$ cat config.mk
export PLATFORM = sky130hd
export DESIGN_NAME = xillybus_stream_arbiter
export DESIGN_NICKNAME = d
export VERILOG_FILES = /design/src/rtl/xillybus_stream_pkg.sv /design/src/rtl/xillybus_chan_fifo.sv /design/src/rtl/xillybus_stream_arbiter.sv
export SDC_FILE = /design/constraint.sdc
export NUM_CORES = 1
export LEC_CHECK = 0
export CORE_ASPECT_RATIO = 1.4
export CORE_MARGIN = 2
export CORE_UTILIZATION = 60
export CTS_BUF_LIST = sky130_fd_sc_hd__clkbuf_4
export CTS_CLUSTER_SIZE = 16
export DETAILED_ROUTE_END_ITERATION = 12
export PLACE_DENSITY = 0.84
export SYNTH_ARGS = -nofsm -noshare
export SYNTH_HDL_FRONTEND = slang
export SYNTH_SLANG_ARGS = --single-unit
export TNS_END_PERCENT = 20
$ cat constraint.sdc
create_clock -name bus_clk_w -period 5.9 [get_ports bus_clk_w]
set_input_delay 1.18 -clock bus_clk_w [delete_from_list [all_inputs] [get_ports bus_clk_w]]
set_output_delay 1.18 -clock bus_clk_w [all_outputs]
set_load 0.05 [all_outputs]
$ cat src/rtl/xillybus_stream_pkg.sv
// Shared types and helpers for the Xillybus host-write stream arbiter.
package xillybus_stream_pkg;

  localparam int NCH_MAX = 8;

  typedef enum logic [1:0] {
    IDLE  = 2'd0,
    GRANT = 2'd1,
    EOF   = 2'd2
  } arb_state_t;

  function automatic int clog2(input int value);
    int result;
    int v;
    result = 0;
    v = value - 1;
    while (v > 0) begin
      result++;
      v = v >> 1;
    end
    return result;
  endfunction

endpackage

$ cat src/rtl/xillybus_chan_fifo.sv
// Per-channel synchronous FIFO; count is one bit wider than the pointers so full is unambiguous.
module xillybus_chan_fifo
  import xillybus_stream_pkg::*;
#(
  parameter int DW    = 32,
  parameter int DEPTH = 16
) (
  input  logic                    clk,
  input  logic                    rst,
  input  logic                    push,
  input  logic [DW-1:0]           din,
  input  logic                    pop,
  output logic [DW-1:0]           dout,
  output logic [clog2(DEPTH):0]   count,
  output logic                    empty
);

  localparam int AW = clog2(DEPTH);
  localparam logic [AW:0] FULL_CNT = (AW+1)'(DEPTH);

  logic [DW-1:0] mem [DEPTH];
  logic [AW-1:0] wr_ptr;
  logic [AW-1:0] rd_ptr;
  logic          do_push;
  logic          do_pop;

  assign do_push = push && (count != FULL_CNT);
  assign do_pop  = pop && (count != '0);
  assign dout    = mem[rd_ptr];
  assign empty   = (count == '0);

  // Storage is never reset; emptiness is carried entirely by the pointers and count.
  always_ff @(posedge clk) begin
    if (do_push) mem[wr_ptr] <= din;
  end

  always_ff @(posedge clk or posedge rst) begin
    if (rst) begin
      wr_ptr <= '0;
      rd_ptr <= '0;
      count  <= '0;
    end else begin
      if (do_push) wr_ptr <= wr_ptr + 1'b1;
      if (do_pop)  rd_ptr <= rd_ptr + 1'b1;
      case ({do_push, do_pop})
        2'b10:   count <= count + 1'b1;
        2'b01:   count <= count - 1'b1;
        default: count <= count;
      endcase
    end
  end

endmodule

$ cat src/rtl/xillybus_stream_arbiter.sv
// Merges NCH host-write channels into one registered valid/ready stream with
// round-robin bursts and an end-of-file beat after each channel close.
module xillybus_stream_arbiter
  import xillybus_stream_pkg::*;
#(
  parameter int NCH   = 2,
  parameter int DW    = 32,
  parameter int DEPTH = 16,
  parameter int BURST = 8
) (
  input  logic                   bus_clk_w,
  input  logic                   bus_rst_w,
  input  logic [NCH*DW-1:0]      user_w_data_w,
  input  logic [NCH-1:0]         user_w_wren_w,
  input  logic [NCH-1:0]         user_w_open_w,
  output logic [NCH-1:0]         user_w_full_w,
  output logic [DW-1:0]          m_data_w,
  output logic [clog2(NCH)-1:0]  m_chan_w,
  output logic                   m_eof_w,
  output logic                   m_valid_w,
  input  logic                   m_ready_w,
  output logic [NCH-1:0]         overflow_w
);

  localparam int CW = clog2(NCH);
  localparam int AW = clog2(DEPTH);
  localparam logic [AW:0] FULL_CNT = (AW+1)'(DEPTH);
  localparam logic [AW:0] ONE_CNT  = (AW+1)'(1);
  localparam logic [15:0] BURST_LAST = 16'(BURST - 1);

  if (NCH < 2 || NCH > NCH_MAX) begin : g_bad_nch
    $error("xillybus_stream_arbiter: NCH out of range");
  end

  arb_state_t    state;
  arb_state_t    state_next;
  logic [CW-1:0] gnt;
  logic [CW-1:0] sel;
  logic [CW-1:0] last_grant;
  logic [CW-1:0] rr_idx;
  logic          grab;
  logic [15:0]   burst_cnt;
  logic          load_data;
  logic          load_eof;

  logic [NCH-1:0] push;
  logic [NCH-1:0] pop;
  logic [NCH-1:0] empty;
  logic [NCH-1:0] eof_pending;
  logic [NCH-1:0] eof_clr;
  logic [NCH-1:0] open_q;
  logic [AW:0]    count [NCH];
  logic [DW-1:0]  dout  [NCH];

  for (genvar k = 0; k < NCH; k++) begin : g_chan
    xillybus_chan_fifo #(
      .DW    (DW),
      .DEPTH (DEPTH)
    ) u_fifo (
      .clk   (bus_clk_w),
      .rst   (bus_rst_w),
      .push  (push[k]),
      .din   (user_w_data_w[k*DW +: DW]),
      .pop   (pop[k]),
      .dout  (dout[k]),
      .count (count[k]),
      .empty (empty[k])
    );
    // A pending EOF blocks further writes until the marker has been delivered.
    assign user_w_full_w[k] = (count[k] == FULL_CNT) || eof_pending[k];
  end

  assign push = user_w_wren_w & ~user_w_full_w;

  // Beats are launched only while downstream is ready, so words stay in the
  // FIFO (and count toward full) during back-pressure.
  always_comb begin
    state_next = state;
    sel        = gnt;
    rr_idx     = '0;
    grab       = 1'b0;
    pop        = '0;
    eof_clr    = '0;
    load_data  = 1'b0;
    load_eof   = 1'b0;
    case (state)
      IDLE: begin
        for (int i = 1; i <= NCH; i++) begin
          rr_idx = CW'((int'(last_grant) + i) % NCH);
          if (!grab && (!empty[rr_idx] || eof_pending[rr_idx])) begin
            grab       = 1'b1;
            sel        = rr_idx;
            state_next = empty[rr_idx] ? EOF : GRANT;
          end
        end
      end
      GRANT: begin
        if (empty[gnt]) begin
          state_next = IDLE;
        end else if (m_ready_w) begin
          pop[gnt]  = 1'b1;
          load_data = 1'b1;
          if (count[gnt] == ONE_CNT || burst_cnt == BURST_LAST) state_next = IDLE;
        end
      end
      EOF: begin
        if (m_valid_w && m_eof_w) begin
          if (m_ready_w) begin
            eof_clr[gnt] = 1'b1;
            state_next   = IDLE;
          end
        end else if (m_ready_w) begin
          load_eof = 1'b1;
        end
      end
      default: state_next = IDLE;
    endcase
  end

  always_ff @(posedge bus_clk_w or posedge bus_rst_w) begin
    if (bus_rst_w) state <= IDLE;
    else           state <= state_next;
  end

  always_ff @(posedge bus_clk_w or posedge bus_rst_w) begin
    if (bus_rst_w) begin
      gnt         <= '0;
      last_grant  <= CW'(NCH - 1);
      burst_cnt   <= '0;
      open_q      <= '0;
      eof_pending <= '0;
      overflow_w  <= '0;
      m_valid_w   <= 1'b0;
      m_data_w    <= '0;
      m_chan_w    <= '0;
      m_eof_w     <= 1'b0;
    end else begin
      if (grab) begin
        gnt        <= sel;
        last_grant <= sel;
        burst_cnt  <= '0;
      end else if (load_data) begin
        burst_cnt  <= burst_cnt + 16'd1;
      end
      open_q      <= user_w_open_w;
      eof_pending <= (eof_pending & ~eof_clr) | (open_q & ~user_w_open_w);
      overflow_w  <= overflow_w | (user_w_wren_w & user_w_full_w);
      if (load_data) begin
        m_valid_w <= 1'b1;
        m_data_w  <= dout[gnt];
        m_chan_w  <= gnt;
        m_eof_w   <= 1'b0;
      end else if (load_eof) begin
        m_valid_w <= 1'b1;
        m_data_w  <= '0;
        m_chan_w  <= gnt;
        m_eof_w   <= 1'b1;
      end else if (m_ready_w) begin
        m_valid_w <= 1'b0;
      end
    end
  end

endmodule

==> run_1/sizes.png <==
Bar = 50 um.
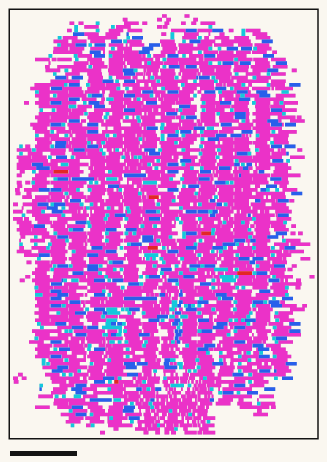
red -> _6 and larger  # cells 6
cyan -> _3 and _4 cells  # cells 429
magenta -> _0 and _1 cells  # cells 1,841
blue -> _2 cells  # cells 282
Syn-to-layout area delta: 12.3%
Signal buffers: 146
Final WS setup: 1590 ps
Finished Cell Area: 0.0485 mm2

==> run_1/layer_met4.png <==
Supply wires on this layer in gray.
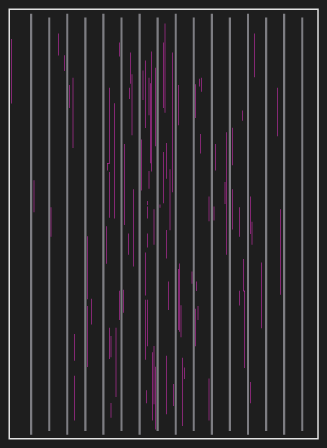
main direction = vertical
share of all routed wire = 3.1%
nets with wire on the layer = 66
wire length on this layer = 2,960 um
detailed-route via count: 22,400
final wirelength: 94,700 um

==> flow_summary_export.csv, run 1 <==
group,metric,value,unit
synthesis,ys_area,0.0432,mm2
synthesis,synth_top_flop_cell,"edfxtp_1",
setup_path,crit_buf_inv,2,
cells_and_area,clock_buffer_count,362,
synthesis,synth_cell_type_count,63,
synthesis,syn_inst,2102,
die,chipArea,0.0741,mm2
setup_path,worstSetupEndpoint,"user_w_full_w[0]",
sta,max_freq,0.232,GHz
setup_path,cp_max_fo,9,
synthesis,yosysCellCount,2102,
cells_and_area,seq_share,68.0,%
outcome,status,"completed",
global_route,grt_util_met1,31.7,%
cells_and_area,largest_cell_class,"registers",
power,seqPwrFrac,46.0,%
cells_and_area,layout.cells.most_common,"edfxtp_1",
die,die_y,321,um
die,num_tap_cells,944,
clocking,cts_root_buf,"clkbuf_4",
sta,final.period_utilization,73.1,%
sta,min_period,4310,ps
setup_path,ff2ff_path_depth,12,
cells_and_area,drive_gt1_share,28.0,%
synthesis,edf_count,1024,
==> run_1/clocks.png <==
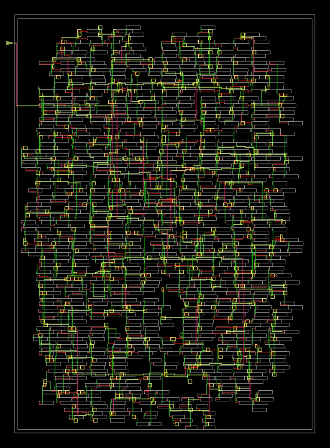
registers: 1,111
P_clk: 5690 uW

==> run 1: synth_stat cells, types with 3 or more instances <==
| cell type | n |
|---|---|
| nand3_1 | 12 |
| o21ai_1 | 3 |
| o2bb2ai_1 | 5 |
| a21o_1 | 5 |
| a22oi_1 | 50 |
| xor2_1 | 9 |
| or4_1 | 6 |
| mux2_2 | 16 |
| mux4_2 | 235 |
| a221oi_1 | 6 |
| ha_1 | 18 |
| a221o_1 | 24 |
| and2_1 | 16 |
| edfxtp_1 | 1024 |
| buf_4 | 6 |
| nor2b_1 | 24 |
| nand2_1 | 53 |
| nor2_1 | 39 |
| buf_2 | 47 |
| a211oi_1 | 32 |
| a211o_1 | 8 |
| a21oi_1 | 75 |
| nor3_1 | 6 |
| nand3b_1 | 5 |
| o21ai_0 | 29 |
| nand2b_1 | 9 |
| nor3b_1 | 3 |
| nor4_1 | 9 |
| buf_1 | 11 |
| inv_1 | 31 |
| and3_1 | 9 |
| buf_6 | 4 |
| mux2i_1 | 56 |
| dfrtp_1 | 86 |
| o31ai_1 | 7 |
| xnor2_1 | 22 |
| o221ai_1 | 15 |
| nand4_1 | 6 |
| clkbuf_1 | 51 |
==> run 1: per-layer routing <==
layer | up-vias | share of wire, %
met5 | - | 0.028
met4 | 4 | 3.1
met1 | 11500 | 35
met3 | 209 | 9.0
met2 | 1278 | 53
li1 | 9440 | -
==> run 1: cell families after synthesis <==
kind of cell | after synthesis | synth area share [%]
compound gates | 277 | 4.51
xor+xnor | 31 | 0.629
fa+ha+maj | 18 | 0.522
buf+inv | 151 | 1.57
flops | 1111 | 76.3
mux | 307 | 14.0
simple gates | 207 | 2.52
==> run 1: per-stage QoR <==
stage	hold slack [ps]	power, uW
after global placement	439	14900
after global routing	490	21500
final	463	20600
after detailed placement	448	15000
after floorplan	487	13400
after CTS	464	20700
==> run 2: changes to the inputs <==
- clock period: 5.9 -> 4.2 ns (I/O delays scaled with it)
==> run_2/clocks.png <==
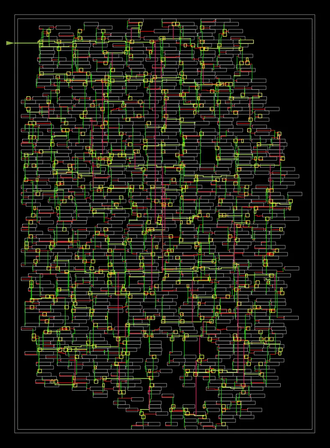
TritonCTS Sinks: 1,111
CLK BUF: 363
Late-Pin Clk Latency: 1080 ps
P_clk: 8180 uW

==> run_2/sizes.png <==
Bar = 50 um.
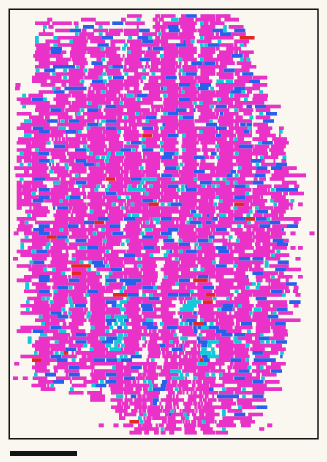
Final WS setup: 327 ps
Signal buffers: 179
Syn-to-layout area delta: 13.4%
Finished Cell Area: 0.0490 mm2

==> run 2 against run 1 <==
- global-route usage increased by 1.6 points
- hold slack got worse by 230 ps
- critical path depth stayed put
- die size unchanged
- clock-buffer cell count is 1 higher
- first-iteration DRC count grew 17%
- critical path type unchanged
- largest cell class unchanged
==> flow_summary_export.csv, run 2 <==
group,metric,value,unit
cells_and_area,nets,2493,
setup_path,cp_max_fo,9,
setup_path,cp_slowest_cell,"clkdlybuf4s50_1",
synthesis,synthTopCellsByCount,"1,024 x edfxtp_1, 235 x mux4_2, 86 x dfrtp_1",
global_route,grt_util_met1,33.1,%
route,avgViaCountPerCell,6.45,
die,die_y,321,um
sta,max_freq,0.258,GHz
power,power,29300,uW
sta,min_period,3870,ps
synthesis,syn_inst,2102,
place,dp_hpwl,58200,um
cells_and_area,reg_top3,"g_chan.u_fifo.mem x1024, m_data_w x32, burst_cnt x16",
clocking,clock_path_buffers,3,
power,power.density,598,mW/mm2
die,chipArea,0.0741,mm2
route,dr_wl_met2,52600,um
synthesis,synth_top_flop_cell,"edfxtp_1",
setup_path,crit_buf_inv,2,
synthesis,yosysCellCount,2102,
place,placed_area,0.0458,mm2
synthesis,ys_area,0.0432,mm2
route,vias,22900,
setup_path,ff2ff_path_depth,12,
die,core,0.0714,mm2
synthesis,edf_count,1024,
cells_and_area,largest-register,"g_chan.u_fifo.mem",
cells_and_area,layout.cells.most_common,"edfxtp_1",
synthesis,synth_cell_type_count,63,
route,route.met3.wl,8740,um
route,routed_wl,99100,um
clocking,cts_root_buf,"clkbuf_4",
cells_and_area,drive_gt1_share,29.1,%
worst_hold_path,holdCritPathClass,"input pin to flip-flop",
outcome,status,"completed",
clocking,post_cts_resized,0,
synthesis,top_cell,"edfxtp_1",
sta,hold_ws,228,ps
route,drtIter0Drc,2901,
==> run_2/clk_routes.png <==
Bar = 50 um.
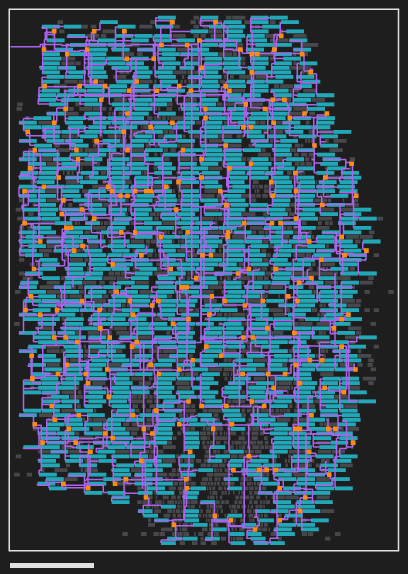
purple -> clock wires  # length 12,500 um
orange -> clock drivers  # count 240
cyan -> flip-flops  # count 1,111
flops lie = all over the die
Clk pwr share: 27.9%
worst clock skew: 54.2 ps

## run 2: netlist changes by cell type in the layout (fill, tap and decap cells not counted), moves of 2 or more
cell        change
buf_4          +21
buf_12         +12
clkinv_2        +7
clkinv_1        +6
clkinvlp_4      -2
## run 2: cell families (layout without fill, tap and decap cells)
kind of cell               after synthesis  after routing  share of synthesized area (%)
and+or+nand+nor                        207            207                           2.52
muxes                                  307            307                           14.0
DFF                                   1111           1111                           76.3
other                                    0              7                              0
adders and majority gates               18             18                          0.522
buffers and inverters                  151            653                           1.57
AOI/OAI and AO/OA                      277            277                           4.51
xor gates and xnor gates                31             31                          0.629
## run 2: final cells by class
class | count | share of cell area, %
Antenna cell | 7 | 0.0358
Clock buffer | 363 | 5.57
Clock inverter | 79 | 0.859
Inverter | 32 | 0.250
Multi-Input combinational cell | 840 | 19.9
Sequential cell | 1111 | 67.3
Tap cell | 944 | 2.41
Timing Repair Buffer | 179 | 3.69
## run 2: report_power, final
group | total, uW | switching, uW | leakage [uW] | internal [uW]
Sequential | 13300 | 890 | 0.0103 | 12400
Combinational | 7820 | 4260 | 0.00392 | 3560
Clock | 8180 | 4040 | 0.00187 | 4140
Total | 29300 | 9180 | 0.0161 | 20100
## run 2: worst max-delay path by stage
stage | startpoint | end | slack, ps | depth (start not counted)
floorplan | user_w_wren_w[0] | g_chan[0].u_fifo.mem[1][0] | -700 | 4
global route | g_chan[0].u_fifo.count[1] | user_w_full_w[0] | 160 | 4
detailed placement | m_ready_w | g_chan[1].u_fifo.count[4] | 260 | 13
global placement | m_ready_w | g_chan[1].u_fifo.count[4] | 450 | 13
finish | g_chan[0].u_fifo.count[1] | user_w_full_w[0] | 330 | 4
CTS | g_chan[0].u_fifo.count[1] | user_w_full_w[0] | 250 | 4
Power and IR drop assume default switching activity.
